**src/rtl/fetch_pkg.sv**
```systemverilog
// rtl/fetch_pkg.sv - shared constants and types for the RV32I fetch stage
package fetch_pkg;
  localparam int XLEN = 32;
  localparam logic [XLEN-1:0] NOP_INSTR = 32'h0000_0033;
  localparam logic [XLEN-1:0] PC_STEP = 32'd4;

  typedef enum logic {
    RUN  = 1'b0,
    HOLD = 1'b1
  } fetch_hold_e;
endpackage

```
**src/rtl/fetch_hold_buf.sv**
```systemverilog
// rtl/fetch_hold_buf.sv - stall hold buffer and presented-instruction mux
module fetch_hold_buf
  import fetch_pkg::*;
(
  input  logic            clk,
  input  logic            rst_n,
  input  logic            stall,
  input  logic            flush,
  input  logic            eff_valid,
  input  logic [XLEN-1:0] imem_word,
  output logic [XLEN-1:0] instr_out
);
  fetch_hold_e     state_q;
  logic [XLEN-1:0] hold_instr_q;

  // Only the first stalled cycle still sees the F2 word on the memory bus.
  always_ff @(posedge clk) begin
    if (!rst_n) begin
      state_q      <= RUN;
      hold_instr_q <= NOP_INSTR;
    end else if (flush) begin
      state_q <= RUN;
    end else if (stall) begin
      if (state_q == RUN) begin
        hold_instr_q <= imem_word;
      end
      state_q <= HOLD;
    end else begin
      state_q <= RUN;
    end
  end

  assign instr_out = !eff_valid         ? NOP_INSTR    :
                     (state_q == HOLD)  ? hold_instr_q : imem_word;
endmodule

```
**src/rtl/instr_fetch_unit.sv**
```systemverilog
// rtl/instr_fetch_unit.sv - two-stage PC/tag pipeline with stall and redirect
module instr_fetch_unit
  import fetch_pkg::*;
#(
  parameter logic [XLEN-1:0] RESET_PC = 32'h0000_0004
) (
  input  logic            clk,
  input  logic            rst_n,
  input  logic            stall,
  input  logic            redirect_valid,
  input  logic [XLEN-1:0] redirect_target,
  output logic [XLEN-1:0] imem_addr,
  input  logic [XLEN-1:0] imem_word,
  output logic            if_id_valid,
  output logic [XLEN-1:0] if_id_pc,
  output logic [XLEN-1:0] if_id_instr,
  output logic            misalign_err
);
  logic [XLEN-1:0] pc_f1_q, pc_f1_d;
  logic [XLEN-1:0] pc_f2_q, pc_f2_d;
  logic            valid_f2_q, valid_f2_d;
  logic            misalign_q, misalign_d;

  always_comb begin
    pc_f1_d    = pc_f1_q;
    pc_f2_d    = pc_f2_q;
    valid_f2_d = valid_f2_q;
    misalign_d = 1'b0;
    if (redirect_valid) begin
      pc_f1_d    = {redirect_target[XLEN-1:2], 2'b00};
      valid_f2_d = 1'b0;
      misalign_d = |redirect_target[1:0];
    end else if (!stall) begin
      pc_f1_d    = pc_f1_q + PC_STEP;
      pc_f2_d    = pc_f1_q;
      valid_f2_d = 1'b1;
    end
  end

  always_ff @(posedge clk) begin
    if (!rst_n) begin
      pc_f1_q    <= RESET_PC;
      pc_f2_q    <= '0;
      valid_f2_q <= 1'b0;
      misalign_q <= 1'b0;
    end else begin
      pc_f1_q    <= pc_f1_d;
      pc_f2_q    <= pc_f2_d;
      valid_f2_q <= valid_f2_d;
      misalign_q <= misalign_d;
    end
  end

  // The F2 instruction is younger than the redirecting branch, so kill it now.
  assign if_id_valid  = valid_f2_q & ~redirect_valid;
  assign if_id_pc     = pc_f2_q;
  assign imem_addr    = pc_f1_q;
  assign misalign_err = misalign_q;

  fetch_hold_buf u_hold (
    .clk       (clk),
    .rst_n     (rst_n),
    .stall     (stall),
    .flush     (redirect_valid),
    .eff_valid (if_id_valid),
    .imem_word (imem_word),
    .instr_out (if_id_instr)
  );
endmodule

```
**config.mk**
```make
export PLATFORM = sky130hd
export DESIGN_NAME = instr_fetch_unit
export DESIGN_NICKNAME = d
export VERILOG_FILES = /design/src/rtl/fetch_pkg.sv /design/src/rtl/fetch_hold_buf.sv /design/src/rtl/instr_fetch_unit.sv
export SDC_FILE = /design/constraint.sdc
export NUM_CORES = 1
export LEC_CHECK = 0
export CORE_ASPECT_RATIO = 0.8
export CORE_MARGIN = 2
export CORE_UTILIZATION = 41
export DETAILED_ROUTE_END_ITERATION = 10
export PLACE_DENSITY = 0.78
export SYNTH_ARGS = -nofsm -noshare
export SYNTH_HDL_FRONTEND = slang
export SYNTH_SLANG_ARGS = --single-unit
```
**constraint.sdc**
```tcl
create_clock -name clk -period 1.9 [get_ports clk]
set_clock_uncertainty 0.15 [all_clocks]
set_input_delay 0.19 -clock clk [delete_from_list [all_inputs] [get_ports clk]]
set_output_delay 0.19 -clock clk [all_outputs]
set_load 0.01 [all_outputs]
```
Figure 1. The metal 2 layer.
Bar = 20 µm.
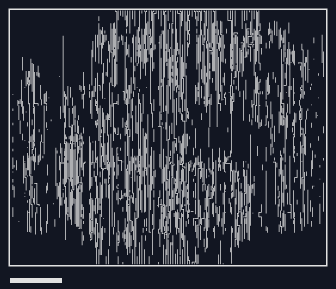
nets with wire on the layer: 730
share of all routed wire: 48%
met2 usage: 0.4125
Via Count: 5025
final wirelength: 15090 µm

Figure 2. PDN straps and rails.
Pins as bars on the die edge. Tap cells in gray.
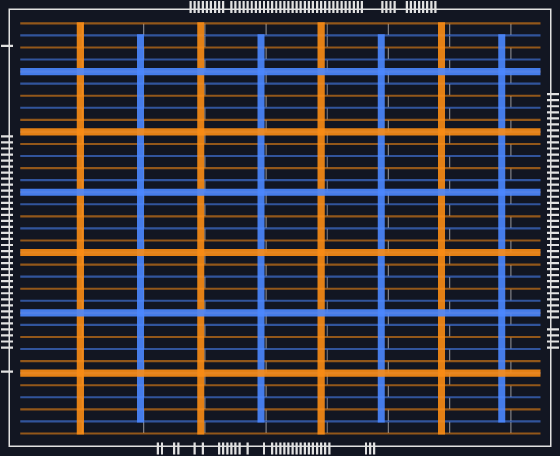
[blue] VDD
[orange] VSS
met5 straps: 6
rows: 34
tap cells: 144
met1 rails: 35
die y size: 98.21 µm
core area: 10850 µm²
Die W: 121.8 µm
VDD IR max: 0.4546 mV

cell type report:
type | instances | share of cell area
Inverter | 5 | 0.002648
Sequential cell | 95 | 0.2721
Tap cell | 144 | 0.02542
Clock inverter | 4 | 0.007592
Multi-Input combinational cell | 444 | 0.3542
Timing Repair Buffer | 228 | 0.3019
Clock buffer | 12 | 0.03619
cell usage in the layout (no fill, tap or decap), drive strengths merged, types with 8 or more instances in the layout:
master,count
nand2,145
clkdlybuf4s50,128
dfxtp,95
buf,66
a21oi,65
nor2,42
mux2i,35
dlygate4sd2,33
o21ai,24
nand3,18
clkbuf,12
a31oi,10
nand4,10
or4,10
or3,8
metal layers:
metal	share of wire	vias up
met5	0	-
met1	0.42	2370
li1	-	2428
met3	0.076	28
met4	0.023	0
met2	0.48	199
power breakdown:
part | total, W | switching, W | internal [W]
clock | 0.00188 | 0.000782 | 0.00110
sequential | 0.00217 | 0.0000772 | 0.00210
combinational | 0.000867 | 0.000408 | 0.000459
worst paths after layout:
kind | from | end
worst max-delay path | imem_addr[3] | imem_addr[22]
worst max register to register | imem_addr[3] | imem_addr[22]
worst min register to register | u_hold.hold_instr_q[14] | u_hold.hold_instr_q[14]
worst min-delay path | redirect_target[7] | imem_addr[7]
per-stage QoR:
step                instance area, µm²  cells
finish                            7087    932
global route                      7087    932
CTS                               7023    929
detailed placement                6673    908
global placement                  6673    908
floorplan                         4636    593
logic make-up after synthesis:
kind of cell,Yosys count
compound gates,119
xor+xnor,8
fa+ha+maj,1
buf+inv,55
flops,95
mux,35
other cells,1
simple gates,276
worst register-to-register path, cell delays in order, from the launching register on:
cell	delay, ns
dfxtp_4	0.36
ha_4	0.14
nand3b_1	0.13
buf_4	0.17
or3_4	0.35
buf_4	0.16
o31ai_2	0.22
a31oi_1	0.10
==> impl_metrics.ini <==
; implementation run metrics
[status]
status = finished clean

[sta]
holdWs_ns = 0.2561
setup_slack_ns = 0.009722
max_freq_mhz = 529.0
final_max_slew_viol_count = 0

[placed_design]
portBuffers = 161
dp_slack_ns = -0.2376
place_congestion = 0.8371

[clock_network]
ctsHoldBuffers = 0
htreeDepth = 3
numCtsBuffers = 9
insertion_delay_ns = 0.35
path_clk_slew_ns = 0.07
cts.sinks = 95

[global_routing]
antenna_found_initial = 0
met3_usage = 0.06834
grt_util_met1 = 0.3134
top_usage_layer = met2

[drt]
via_per_inst = 5.392
drt_iter0_markers = 261
drt-wirelength-per-cell_um = 16.19

[worst_setup_path]
cpMostUsedCell = buf_4
ff2ff_setup_slack_ns = 0.01
cp.depth = 7
r2r_cells = 7
crit_family = simple AND/OR/NAND/NOR gates
cp.required_ns = 1.96
end_kind = flip-flop
crit_chain = ha_4 -> nand3b_1 -> buf_4 -> or3_4 -> buf_4 -> o31ai_2 -> a31oi_1
crit_slowest_cell = dfxtp_4

[yosys]
logic_family = simple AND/OR/NAND/NOR gates
syn_area_um2 = 4548
ys.flop_type = dfxtp_1
top_area_frac = 0.4182
aoi_share = 0.1477
yosys.cell_types.count = 49
syn_area_per_cell_um2 = 7.709
syn_inst = 590
xor_area_frac = 0.01541
edf_count = 0

[power]
total_power_w = 0.004916
p_leak_nw = 2.666

[finish]
top_register = u_hold.hold_instr_q
register_area_um2 = 1928
drive_above_1_share = 0.1523
nFillCells = 893
nNetsFinal = 852

[die]
die_area_um2 = 11960

[worst_hold_path]
hp-class = primary input to flip-flop

[flow_run]
warnings = 29
Power figures rest on the tool's default switching activity, not on a simulated workload.
